**src/rtl/hazard_stall_ctrl.sv**
```systemverilog
`default_nettype none
// ============================================================================
// Module      : hazard_stall_ctrl
// Description : Pipeline hazard controller for the 5-stage RISC-V core.
//               Detects load-use hazards (operand-use qualified, x0 excluded),
//               holds the front end for LOAD_LAT cycles per hazard via a
//               stall counter FSM, flushes IF/ID on taken branches and
//               honours an external whole-pipeline freeze.
//               Optional macro HAZARD_PERF_CNT_EN adds stall/flush counters.
// Revision    : 1.0 - initial release
// ============================================================================
module hazard_stall_ctrl #(
    parameter int REG_ADDR_W = 5,
    parameter int LOAD_LAT   = 1,
    parameter int PERF_W     = 32
) (
    input  logic                  clk,
    input  logic                  rst,
    input  logic [REG_ADDR_W-1:0] id_rs1,
    input  logic [REG_ADDR_W-1:0] id_rs2,
    input  logic                  id_rs1_used,
    input  logic                  id_rs2_used,
    input  logic [REG_ADDR_W-1:0] ex_rd,
    input  logic                  ex_mem_read,
    input  logic                  ex_branch_taken,
    input  logic                  ext_freeze,
    output logic                  pc_write,
    output logic                  if_id_write,
    output logic                  if_id_flush,
    output logic                  id_ex_bubble,
    output logic                  stall_busy,
    output logic [PERF_W-1:0]     perf_stall_cycles,
    output logic [PERF_W-1:0]     perf_flushes
);

    localparam logic [0:0] c_idle     = 1'b0;
    localparam logic [0:0] c_stall    = 1'b1;
    // Cycles still owed after the detection cycle, which stalls by itself.
    localparam logic [2:0] c_cnt_load = 3'(LOAD_LAT - 1);

    logic [0:0] r_state;
    logic [0:0] w_state_nxt;
    logic [2:0] r_cnt;
    logic [2:0] w_cnt_nxt;
    logic       w_hz;

    assign w_hz = ex_mem_read && (ex_rd != '0) &&
                  ((id_rs1_used && (ex_rd == id_rs1)) ||
                   (id_rs2_used && (ex_rd == id_rs2)));

    assign stall_busy = (r_state == c_stall) && !rst;

    // State and stall counter register; reset drops any stall in progress.
    always_ff @(posedge clk or posedge rst) begin
        if (rst) begin
            r_state <= c_idle;
            r_cnt   <= 3'd0;
        end else begin
            r_state <= w_state_nxt;
            r_cnt   <= w_cnt_nxt;
        end
    end

    // Prioritised next-state and pipeline-control decode.
    always_comb begin
        w_state_nxt  = r_state;
        w_cnt_nxt    = r_cnt;
        pc_write     = 1'b1;
        if_id_write  = 1'b1;
        if_id_flush  = 1'b0;
        id_ex_bubble = 1'b0;
        if (rst) begin
            pc_write     = 1'b0;
            if_id_write  = 1'b0;
            id_ex_bubble = 1'b1;
        end else if (ext_freeze) begin
            // Everything holds; pending branch/hazard is re-evaluated later.
            pc_write    = 1'b0;
            if_id_write = 1'b0;
        end else if (ex_branch_taken) begin
            if_id_flush  = 1'b1;
            id_ex_bubble = 1'b1;
            w_state_nxt  = c_idle;
            w_cnt_nxt    = 3'd0;
        end else if (r_state == c_stall) begin
            // The load has left EX, so a fresh hazard match is irrelevant.
            pc_write     = 1'b0;
            if_id_write  = 1'b0;
            id_ex_bubble = 1'b1;
            w_cnt_nxt    = r_cnt - 3'd1;
            if (r_cnt == 3'd1) begin
                w_state_nxt = c_idle;
            end
        end else if (w_hz) begin
            pc_write     = 1'b0;
            if_id_write  = 1'b0;
            id_ex_bubble = 1'b1;
            if (LOAD_LAT > 1) begin
                w_state_nxt = c_stall;
                w_cnt_nxt   = c_cnt_load;
            end
        end
    end

`ifdef HAZARD_PERF_CNT_EN
    localparam logic [PERF_W-1:0] c_perf_one = {{(PERF_W-1){1'b0}}, 1'b1};

    logic              w_stall_evt;
    logic              w_flush_evt;
    logic [PERF_W-1:0] r_perf_stall;
    logic [PERF_W-1:0] r_perf_flush;

    // Stall outputs are the only unfrozen, non-reset case with PC held and a bubble.
    assign w_stall_evt = !rst && !pc_write && id_ex_bubble;
    assign w_flush_evt = !rst && if_id_flush;

    // Free-running wrap-around event counters.
    always_ff @(posedge clk or posedge rst) begin
        if (rst) begin
            r_perf_stall <= '0;
            r_perf_flush <= '0;
        end else begin
            if (w_stall_evt) r_perf_stall <= r_perf_stall + c_perf_one;
            if (w_flush_evt) r_perf_flush <= r_perf_flush + c_perf_one;
        end
    end

    assign perf_stall_cycles = r_perf_stall;
    assign perf_flushes      = r_perf_flush;
`else
    assign perf_stall_cycles = '0;
    assign perf_flushes      = '0;
`endif

endmodule
`default_nettype wire

```
**config.mk**
```make
export PLATFORM = sky130hd
export DESIGN_NAME = hazard_stall_ctrl
export DESIGN_NICKNAME = d
export VERILOG_FILES = /design/src/rtl/hazard_stall_ctrl.sv
export SDC_FILE = /design/constraint.sdc
export NUM_CORES = 1
export LEC_CHECK = 0
export CAP_MARGIN = 20
export CORE_ASPECT_RATIO = 1.5
export CORE_MARGIN = 4
export CORE_UTILIZATION = 29
export DETAILED_ROUTE_END_ITERATION = 6
export GPL_TIMING_DRIVEN = 0
export PLACE_DENSITY = 0.83
export SYNTH_ARGS = -nofsm -noshare
export SYNTH_HDL_FRONTEND = slang
export SYNTH_SLANG_ARGS = --single-unit
export TNS_END_PERCENT = 20
```
**constraint.sdc**
```tcl
create_clock -name clk -period 1.7 [get_ports clk]
set_input_delay 0.17 -clock clk [delete_from_list [all_inputs] [get_ports clk]]
set_output_delay 0.17 -clock clk [all_outputs]
set_load 0.02 [all_outputs]
```
Pin placement:
Pins as bars across the die edge, other pins in gray.
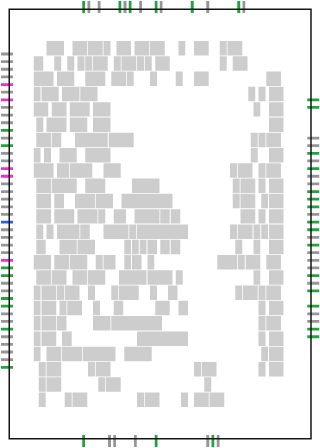
- green: perf_flushes (pins 32; direction output; edge 15 east, 8 west, 6 north, 3 south)
- magenta: id_rs1 (pins 5; direction input; edge west)
- blue: id_ex_bubble (pins 1; direction output; edge west)
Die H: 76.2 um
port bufs: 26
die width: 53.4 um

Met1 routing:
Cells faint in the background.
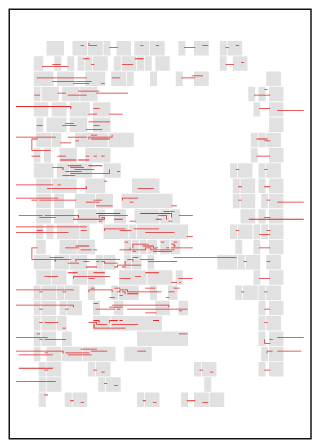
- share of all routed wire: 30%
- nets with wire on the layer: 175

==> results.json <==
{
  "outcome": "complete, no violations",
  "avgSynthCellArea_um2": 7.61,
  "fin_cells": 248,
  "top_area_cell_class": "non-clock buffers",
  "ys_cells": 118,
  "critPathMaxFanout": 3,
  "setup_viol": 0,
  "rsz0062_at_grt": "yes",
  "end_kind": "output port",
  "fin_ws_ns": 0.0324,
  "seq_area_um2": 100,
  "cp_top_family": "AND-OR/OR-AND gates",
  "fin_nets": 235,
  "largest_reg_flops": 3,
  "area_growth_pct": 64.8,
  "diodes": 0,
  "final_util_pct": 50.3,
  "cts_buffers": 3,
  "regMostFlops": "r_cnt",
  "syn_inst": 118,
  "ys_chip_area_um2": 898,
  "dpl.cell_count": 246,
  "lay_top_count": "buf_4",
  "edf_count": 0,
  "met1_usage_pct": 8.20,
  "finalCritPeriodShare_pct": 98.1,
  "yosys_most_used_dff": "dfrtp_1",
  "grt_max_degree": 9,
  "syn_area_um2": 898,
  "ys.flops": 4,
  "num-clock-buffers": 3,
  "design_area_um2": 1480,
  "pg_clk_mw": 0.197,
  "critPathBufInv": 3,
  "r2r_slack_ns": 0.60,
  "nFillCells": 314,
  "r2r-start": "r_cnt[0]",
  "ys_sh_mux_pct": 1.11,
  "finClkSkew_ns": 0.000920,
  "routed_via_density": 3.37,
  "num-multi-input-gates": 105,
  "crit_path_cell_trace": "buf_2, xor2_2, nor4_2, a32oi_2, o31a_1, buf_4, buf_6",
  "top_usage_layer": "met2",
  "fmax_mhz": 600,
  "reg.largest.list": "r_cnt: 3 flops, r_state: 1 flops",
  "cts_tree": "done",
  "max-cap-violations": 0,
  "path_class": "input port to output port",
  "wl_met1_um": 602,
  "adder_share_pct": 2.79,
  "mostFrequentLayoutCells": "buf_4 (65), conb_1 (64), nor2_1 (7), xor2_1 (7), clkdlybuf4s50_1 (7)",
  "r2r.worst_path.cells": 5,
  "yosys.area_share.simple_pct": 9.47,
  "area.share.sequential_pct": 6.76,
  "dp_hpwl_um": 1830,
  "taps": 39,
  "flop-count": 4,
  "ys_warn_count": 0,
  "startpoint": "ex_rd[0]",
  "core.rowCount": 24,
  "core_region_area_um2": 2940,
  "ys_sh_aoi_pct": 8.08,
  "drive_above_1_share_pct": 40.2,
  "drt_iter0_drc": 6,
  "p_sw_mw": 0.246,
  "pg_seq_mw": 0.0960,
  "synth_top_cell_by_count": "buf_4",
  "num-nonclk-buffers": 92,
  "endpoint": "pc_write",
  "firstDrtPassIters": 2,
  "clk_latency_ns": 0.22,
  "wl_met3_um": 361,
  "clk_pin_slew_worst_paths_ns": 0.03,
  "dpl-instance-area_um2": 1440,
  "worstPathArrival_ns": 1.50,
  "pwr-share-comb_pct": 54.9,
  "grt_pass1_vias": 828,
  "drv_slew": 0,
  "finalHoldViolCount": 0,
  "power_frac_seq_pct": 14.8,
  "hold_buffers": 0,
  "grt-ovfl-total": 0,
  "synth_cell_type_count": 25,
  "async_flop_share_pct": 100,
  "nNonClkInverters": 5,
  "min_path_type": "input port to asynchronous set/reset pin",
  "ir_drop_mv": 0.286,
  "top_area_share_pct": 54.3,
  "logic_area_um2": 553,
  "wl_per_cell_um": 8.02,
  "met2_usage_pct": 17.2,
  "required_ns": 1.53,
  "met2_length_um": 968,
  "htreeDepth": 1,
  "ys_sh_xor_pct": 9.75,
  "preCtsSetupSlack_ns": -0.724,
  "power.leakage_nw": 0.905,
  "clock_path_buffers": 2,
  "top_logic_kind": "buffers and inverters",
  "pwr-share-clk_pct": 30.3,
  "ys_seq_share_pct": 11.1,
  "dr.max_layer_used": "met4",
  "common_cells": "buf_4 (65), xor2_1 (8), nor2_1 (7), inv_1 (5)",
  "grt_first_pass_wirelength_um": 2920,
  "p_per_area_nw_per_um2": 439,
  "area_leaders": "buf_4 (54%), dfrtp_1 (11%), xor2_1 (7.8%), nor2_1 (2.9%), ha_1 (2.8%)",
  "io_pins": 91,
  "power-top-group": "combinational cells",
  "grt_use_total_pct": 9.38,
  "power_mw": 0.650,
  "critPathSlowestCell": "o31a_1",
  "globalplace.congestion": 0.775,
  "path_depth": 7,
  "ctsResizeCount": 37,
  "ant_nets": 0,
  "clock-sinks": 4,
  "tool_warnings": 29,
  "pg_comb_mw": 0.357,
  "rr_endpoint": "r_cnt[1]",
  "switching_share_pct": 37.9,
  "layout.buffer.nonclock.area_share_pct": 48.5,
  "setup_tns_ns": 0,
  "start_kind": "input port",
  "crit_path_max_incr_delay_ns": 0.31,
  "sh_comb_area_pct": 37.4,
  "clock_area_share_pct": 2.79,
  "die-area_um2": 4070,
  "hold_ws_ns": 0.225
}
Signal wires on met3:
Cells faint in the background.
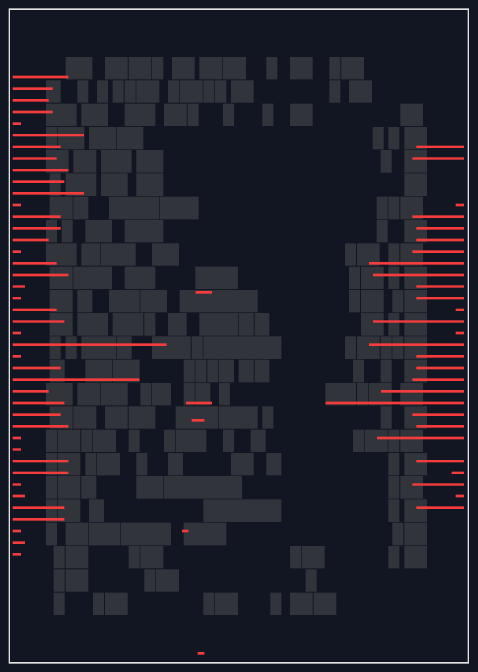
- longest straight run: 17.7 um
- share of all routed wire: 18%
- nets with wire on the layer: 72
met3 usage: 2.54%
final wirelength: 1990 um
DR vias: 836

Power is estimated from default activity; no workload was simulated.
